## src/rtl/piccolo80.sv

```systemverilog
// Piccolo-80 encryption core: one round per clock, 25 rounds, result held until reset.
// Define PICCOLO_KEYIN_EN to take the key from the keyin port instead of the built-in constant.
module piccolo80 (
    input  logic        clk,
    input  logic        reset,
    input  logic [0:63] plaintext,
`ifdef PICCOLO_KEYIN_EN
    input  logic [0:79] keyin,
`endif
    output logic [0:63] ciphertext,
    output logic        done
);

    typedef enum logic {ST_RUN, ST_DONE} fsm_t;

    fsm_t        fsm;
    logic [4:0]  cnt;
    logic [63:0] state;
    logic [63:0] pt;
    logic [79:0] key;

    assign pt = plaintext;

`ifdef PICCOLO_KEYIN_EN
    logic [79:0] key_q;

    // Round 0 uses the port directly; later rounds use the key captured on that same edge.
    assign key = (cnt == 5'd0) ? keyin : key_q;

    always_ff @(posedge clk or negedge reset) begin
        if (!reset)
            key_q <= '0;
        else if (fsm == ST_RUN && cnt == 5'd0)
            key_q <= keyin;
    end
`else
    localparam logic [79:0] KEY = 80'h00112233445566778899;
    assign key = KEY;
`endif

    function automatic logic [3:0] sbox(input logic [3:0] x);
        case (x)
            4'h0: sbox = 4'he;  4'h1: sbox = 4'h4;  4'h2: sbox = 4'hb;  4'h3: sbox = 4'h2;
            4'h4: sbox = 4'h3;  4'h5: sbox = 4'h8;  4'h6: sbox = 4'h0;  4'h7: sbox = 4'h9;
            4'h8: sbox = 4'h1;  4'h9: sbox = 4'ha;  4'ha: sbox = 4'h7;  4'hb: sbox = 4'hf;
            4'hc: sbox = 4'h6;  4'hd: sbox = 4'hc;  4'he: sbox = 4'h5;  default: sbox = 4'hd;
        endcase
    endfunction

    // Multiply by x in GF(2^4) with x^4 = x + 1.
    function automatic logic [3:0] mul2(input logic [3:0] x);
        return {x[2:0], 1'b0} ^ (x[3] ? 4'h3 : 4'h0);
    endfunction

    function automatic logic [15:0] mix(input logic [15:0] x);
        logic [3:0] n0, n1, n2, n3;
        {n0, n1, n2, n3} = x;
        return {mul2(n0) ^ mul2(n1) ^ n1 ^ n2 ^ n3,
                n0 ^ mul2(n1) ^ mul2(n2) ^ n2 ^ n3,
                n0 ^ n1 ^ mul2(n2) ^ mul2(n3) ^ n3,
                mul2(n0) ^ n0 ^ n1 ^ n2 ^ mul2(n3)};
    endfunction

    function automatic logic [15:0] f_fn(input logic [15:0] x);
        logic [15:0] s;
        s = mix({sbox(x[15:12]), sbox(x[11:8]), sbox(x[7:4]), sbox(x[3:0])});
        return {sbox(s[15:12]), sbox(s[11:8]), sbox(s[7:4]), sbox(s[3:0])};
    endfunction

    // Byte permutation (b0..b7) -> (b2,b7,b4,b1,b6,b3,b0,b5).
    function automatic logic [63:0] rp(input logic [63:0] x);
        return {x[47:40], x[7:0], x[31:24], x[55:48], x[15:8], x[39:32], x[63:56], x[23:16]};
    endfunction

    logic [15:0] k0, k1, k2, k3, k4;
    logic [15:0] wk0, wk1, wk2, wk3;
    logic [31:0] ksel, rk;
    logic [4:0]  c;
    logic [63:0] blk, next_state, final_out;
    logic [15:0] x1n, x3n;

    assign {k0, k1, k2, k3, k4} = key;
    assign wk0 = {k0[15:8], k1[7:0]};
    assign wk1 = {k1[15:8], k0[7:0]};
    assign wk2 = {k4[15:8], k3[7:0]};
    assign wk3 = {k3[15:8], k4[7:0]};

    // NOTE: every signal driven here gets a default first so no path leaves it unassigned (no latch).
    always_comb begin
        ksel = {k2, k3};
        case (cnt % 5'd5)
            5'd1, 5'd4: ksel = {k0, k1};
            5'd3:       ksel = {k4, k4};
            default:    ksel = {k2, k3};
        endcase
        c   = cnt + 5'd1;
        rk  = {c, 5'b0, c, 2'b0, c, 5'b0, c} ^ 32'h0f1e2d3c ^ ksel;
        blk = (cnt == 5'd0) ? {pt[63:48] ^ wk0, pt[47:32], pt[31:16] ^ wk1, pt[15:0]} : state;
        x1n = blk[47:32] ^ f_fn(blk[63:48]) ^ rk[31:16];
        x3n = blk[15:0]  ^ f_fn(blk[31:16]) ^ rk[15:0];
        next_state = rp({blk[63:48], x1n, blk[31:16], x3n});
        final_out  = {blk[63:48] ^ wk2, x1n, blk[31:16] ^ wk3, x3n};
    end

    // NOTE: non-blocking assignments so every register samples the pre-edge values.
    always_ff @(posedge clk or negedge reset) begin
        if (!reset) begin
            fsm        <= ST_RUN;
            cnt        <= '0;
            state      <= '0;
            ciphertext <= '0;
            done       <= 1'b0;
        end else begin
            case (fsm)
                ST_RUN: begin
                    if (cnt == 5'd24) begin
                        ciphertext <= final_out;
                        done       <= 1'b1;
                        fsm        <= ST_DONE;
                    end else begin
                        state <= next_state;
                        cnt   <= cnt + 5'd1;
                    end
                end
                default: ;
            endcase
        end
    end

endmodule

```

## config.mk

```make
export PLATFORM = sky130hd
export DESIGN_NAME = piccolo80
export DESIGN_NICKNAME = d
export VERILOG_FILES = /design/src/rtl/piccolo80.sv
export SDC_FILE = /design/constraint.sdc
export NUM_CORES = 1
export LEC_CHECK = 0
export CORE_ASPECT_RATIO = 1.5
export CORE_MARGIN = 5
export CORE_UTILIZATION = 25
export CTS_CLUSTER_DIAMETER = 60
export DETAILED_ROUTE_END_ITERATION = 10
export SYNTH_ARGS = -nofsm -noshare
export SYNTH_HDL_FRONTEND = slang
export SYNTH_SLANG_ARGS = --single-unit
```

## constraint.sdc

```tcl
create_clock -name clk -period 12.5 [get_ports clk]
set_input_delay 1.25 -clock clk [delete_from_list [all_inputs] [get_ports clk]]
set_output_delay 1.25 -clock clk [all_outputs]
set_load 0.01 [all_outputs]
```

==> impl_metrics.env, run 1 <==
# yosys + openroad results
export IMPL_status="finished clean"
export IMPL_cts_path_max_buffers=2
export IMPL_drc_errors=0
export IMPL_place_ws_ns=6.533
export IMPL_syn2layout_area_growth_pct=21.50
export IMPL_arrival_ns=6.43
export IMPL_fin_util=0.3068
export IMPL_hp_class="register to register"
export IMPL_initial_core_util=0.2525
export IMPL_most_common_cell="xnor2_1"
export IMPL_maxSlewViolCount=0
export IMPL_num_rows=94
export IMPL_synth_area_mm2=0.01111
export IMPL_setup_ws_ns=6.453
export IMPL_ys_cells=1190
export IMPL_finalNonFillerCells=1878
export IMPL_grt_overflow=0
export IMPL_grt_pass1_vias=8830
export IMPL_critPathMaxFanout=51
export IMPL_cts_tree="done"
export IMPL_routedWlPerCell_um=20.02
export IMPL_timing_max_cap_violations=0
export IMPL_num_io_pins=131
export IMPL_stage_log_warnings=68
export IMPL_crit_required_ns=12.89
export IMPL_dieArea_mm2=0.04883
export IMPL_nNetsFinal=1414
export IMPL_yosys_area_mm2=0.01111
export IMPL_synth_area_per_cell_um2=9.334
export IMPL_min_period_ns=6.047
export IMPL_placed_cells=1846
export IMPL_grt_pass1_wl_um=56300
export IMPL_skew_ns=0.01401
export IMPL_n_antenna_cell=0
export IMPL_topCellsByArea="dfrtp_1 (30%), xnor2_1 (14%), mux2i_1 (11%)"
export IMPL_hold_viol_final=0
export IMPL_cts_root_buf="clkbuf_16"
export IMPL_fp_nets=1315
## run 1: registers in the layout (all words and copies together) (netlist names)
| register | cells |
|---|---|
| cnt | 5 |
| done | 1 |
| ciphertext | 64 |
| state | 64 |
| fsm | 1 |
## run 1: layout by cell type, fill, tap and decap left out, drive strengths merged, types with 4 or more instances in the layout
cell type / synthesis / final
a31oi: 5 / 5
nor2: 68 / 68
buf: 21 / 11
nand3b: 10 / 10
inv: 56 / 60
a21oi: 14 / 14
mux4: 5 / 5
xnor3: 8 / 8
mux2: 41 / 41
nor3: 7 / 7
clkdlybuf4s50: 0 / 129
xor2: 63 / 63
clkinv: 0 / 6
nand3: 17 / 17
xnor2: 178 / 178
nor3b: 4 / 4
mux2i: 126 / 126
o221ai: 4 / 4
nor2b: 8 / 8
dfrtp: 135 / 135
nand2b: 7 / 7
o21ai: 89 / 89
a211oi: 6 / 6
ha: 59 / 59
clkbuf: 39 / 19
nand2: 170 / 170
## run 1: cell families after synthesis
kind of cell | count (synthesis) | synth area share
AND/OR/NAND/NOR | 301 | 0.1174
AND-OR/OR-AND | 157 | 0.08978
flip-flops | 135 | 0.3042
buffers and inverters | 116 | 0.04540
XOR/XNOR | 250 | 0.2098
multiplexers | 172 | 0.1671
adder cells (fa/ha/maj) | 59 | 0.06646
## run 1: worst max-delay path: stages, from the launching register on
cell and delay [ns]:
dfrtp_1 0.54, inv_1 0.24, ha_1 0.21, nor4b_4 0.19, buf_4 0.63, buf_4 0.67, nor2_1 0.09, a21oi_1 0.25
inv_1 0.12, ha_1 0.22, mux2_2 0.27, o211ai_1 0.37, xor2_1 0.12, mux2i_1 0.33, xnor3_1 0.54, inv_1 0.15
ha_1 0.16, inv_1 0.03, mux4_2 0.46, xnor2_1 0.22, nand2_1 0.08, nand2_1 0.07
## run 1: final cells by class
type                            count  area share
Clock buffer                       19     0.03208
Clock inverter                     13     0.01085
Inverter                           56     0.01558
Multi-Input combinational cell    939      0.5357
Sequential cell                   135      0.2503
Tap cell                          576     0.05340
Timing Repair Buffer              140      0.1021
## run 1: layer usage
layer	vias to the layer above	wire [um]	GRT usage
li1	4181	-	-
met1	4223	13810	0.1628
met2	217	20470	0.2907
met3	73	1300	0.02451
met4	2	2005	0.08240
met5	-	13	0
## run 1: worst paths after layout
| kind | start | endpoint | slack, ns | depth (start not counted) |
|---|---|---|---|---|
| min in group asynchronous | reset | ciphertext[0]$_DFFE_PN0P_ | 0.87 | 1 |
| min reg2reg | state[3]$_DFFE_PN0P_ | state[3]$_DFFE_PN0P_ | 0.48 | 2 |
| max | cnt[0]$_DFFE_PN0P_ | state[60]$_DFFE_PN0P_ | 6.45 | 21 |
| max reg2reg | cnt[0]$_DFFE_PN0P_ | state[60]$_DFFE_PN0P_ | 6.45 | 21 |
| min | state[3]$_DFFE_PN0P_ | state[3]$_DFFE_PN0P_ | 0.48 | 2 |
| max in group asynchronous | reset | ciphertext[47]$_DFFE_PN0P_ | 10.31 | 2 |
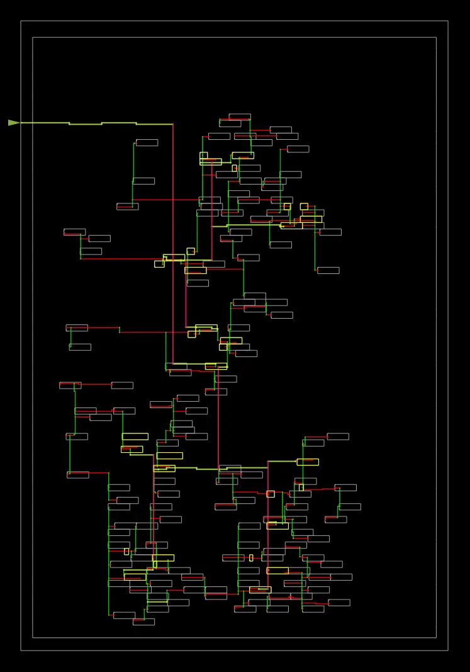
Figure 1: run 1, clock nets.
Clock Latency Late Sink: 0.44 ns
clk_buf instances: 19

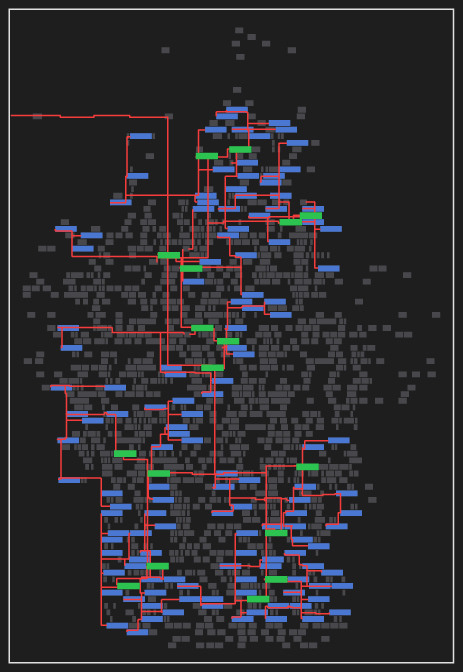
Figure 2: run 1, clock distribution.
clock wires -> red  # length 2240 um
cells driving clock nets -> green  # count 17
flip-flops -> blue  # count 135
routed clock nets = 18

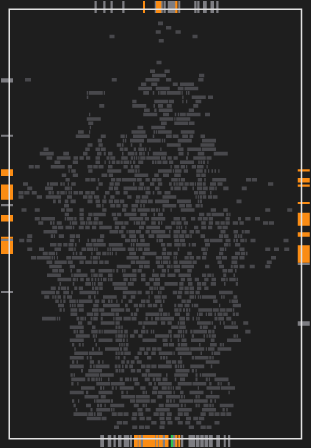
Figure 3: run 1, ports around the boundary.
Pins as bars across the die edge, other pins in gray.
plaintext -> orange  # pins 64, direction input, edge 21 east, 20 west, 18 south, 5 north
done -> green  # pins 1, direction output, edge south
all pins by edge = 56 south, 26 west, 25 north, 24 east
die width: 182.1 um
PortBufs: 130
Die Y: 268.2 um

Figure 4. The metal 4 layer (run 1).
The bar under the picture is 50 um long.
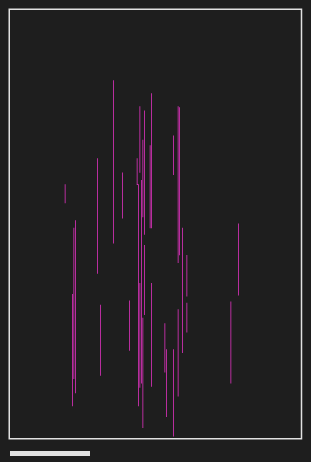

==> inputs of run 2 (changes only) <==
- clock period: 12.5 -> 6.2 ns (I/O delays scaled with it)
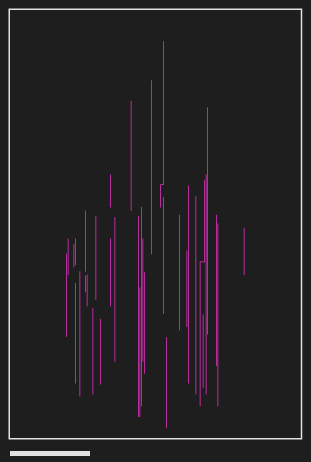
Figure 5: run 2, the metal 4 layer.
The bar under the picture is 50 um long.
wire length on this layer = 2570 um
longest straight run = 142 um
nets with wire on the layer = 31
share of all routed wire = 6.8%
main direction = vertical

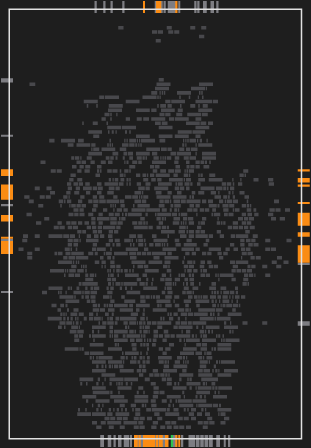
Figure 6: run 2, ports around the boundary.
Pins as bars across the die edge, other pins in gray.
done -> green  # pins 1, direction output, edge south
plaintext -> orange  # pins 64, direction input, edge 21 east, 20 west, 18 south, 5 north
all pins by edge = 56 south, 26 west, 25 north, 24 east

==> run 2 against run 1 <==
Effect of this change:
- clock-buffer cell count down 2
- critical path type unchanged
- highest routed layer is now met4
- first-iteration DRC count is 7.3% lower
- fmax rose by 8.2%
- sequential share of layout area decreased by 0.41 points
- die size unchanged
- routed wire length grew 0.21%
- register-to-register slack lost 5.8 ns
==> impl_metrics.env, run 2 <==
# yosys + openroad results
export IMPL_top_regs="ciphertext x64, state x64, cnt x5"
export IMPL_skew_ns=0.008335
export IMPL_maxSlewViolCount=0
export IMPL_cpMaxStageDelayCell="xor3_1"
export IMPL_n_antenna_cell=0
export IMPL_grt_pass1_vias=8970
export IMPL_cts_path_max_buffers=2
export IMPL_syn2layout_area_growth_pct=23.52
export IMPL_slowest_delay_ns=0.58
export IMPL_finalNonFillerCells=1895
export IMPL_port_buffers=130
export IMPL_critPathMaxFanout=51
export IMPL_num_io_pins=131
export IMPL_synth_area_per_cell_um2=9.334
export IMPL_die_height_um=268.2
export IMPL_initial_core_util=0.2525
export IMPL_grt_pass1_wl_um=56680
export IMPL_fin_util=0.3119
export IMPL_cts_tree="done"
export IMPL_dieWidth_um=182.1
export IMPL_synth_area_mm2=0.01111
export IMPL_placed_cells=1863
export IMPL_fp_nets=1315
export IMPL_nNetsFinal=1431
export IMPL_stage_log_warnings=68
export IMPL_hold_viol_final=0
export IMPL_most_common_cell="xnor2_1"
export IMPL_cts_root_buf="clkbuf_16"
export IMPL_status="finished clean"
export IMPL_crit_required_ns=6.50
export IMPL_grt_overflow=0
export IMPL_hp_class="input port to async pin"
export IMPL_drc_errors=0
export IMPL_ys_cells=1190
export IMPL_routedWlPerCell_um=19.88
export IMPL_mostFrequentLayoutCells="xnor2_1 (176), nand2_1 (170), dfrtp_1 (135)"
export IMPL_yosys_area_mm2=0.01111
export IMPL_timing_max_cap_violations=0
export IMPL_min_period_ns=5.588
export IMPL_num_rows=94
export IMPL_topCellsByArea="dfrtp_1 (30%), xnor2_1 (14%), mux2i_1 (11%)"
[run 2: cell counts after synthesis]
Identical to the previous run, type by type.
[run 2: kinds of logic (layout without fill, tap and decap cells)]
logic type      Yosys count  in the layout  synth area share
buf+inv                 116            245           0.04540
mux                     172            172            0.1671
compound gates          157            157           0.08978
xor+xnor                250            250            0.2098
simple gates            301            301            0.1174
fa+ha+maj                59             59           0.06646
flops                   135            135            0.3042
[run 2: final timing paths]
check                                   startpoint               endpoint  slack, ns
worst max-delay path            cnt[0]$_DFFE_PN0P_  state[48]$_DFFE_PN0P_       0.61
worst min-delay path                         reset  state[63]$_DFFE_PN0P_       0.24
worst max register to register  cnt[0]$_DFFE_PN0P_  state[48]$_DFFE_PN0P_       0.61
worst min register to register    done$_DFFE_PN0P_       done$_DFFE_PN0P_       0.48
max in group asynchronous                    reset  state[41]$_DFFE_PN0P_       4.64
min in group clk                  done$_DFFE_PN0P_       done$_DFFE_PN0P_       0.48
[run 2: area by class of cell]
type | instances | area (um^2)
Clock buffer | 17 | 425.4
Clock inverter | 15 | 237.7
Fill cell | 4634 | 30270
Inverter | 56 | 210.2
Multi-Input combinational cell | 939 | 7229
Sequential cell | 135 | 3378
Tap cell | 576 | 720.7
Timing Repair Buffer | 157 | 1518
[run 2: per-stage QoR]
stage	setup slack [ns]
2_1_floorplan	0.1898
3_3_place_gp	0.7583
3_5_place_dp	0.6122
4_1_cts	0.5827
5_1_grt	0.1949
6_report	0.6122
[run 2: critical path, delay by kind of cell (launching register included)]
kind / cells / cell delay (ns)
flip-flops: 1 / 0.54
XOR/XNOR: 3 / 1.15
adder cells (fa/ha/maj): 3 / 0.68
AND-OR/OR-AND: 4 / 0.91
multiplexers: 2 / 0.61
AND/OR/NAND/NOR: 2 / 0.33
buffers and inverters: 5 / 1.22
[run 2: layer usage]
metal / GRT usage / up-vias / routed length (um) / share of wire
li1: - / 4219 / - / -
met1: 0.1591 / 4182 / 13670 / 0.36
met2: 0.2898 / 202 / 20250 / 0.54
met3: 0.02451 / 80 / 1179 / 0.031
met4: 0.09803 / 0 / 2571 / 0.068
met5: 0 / - / 0 / 0
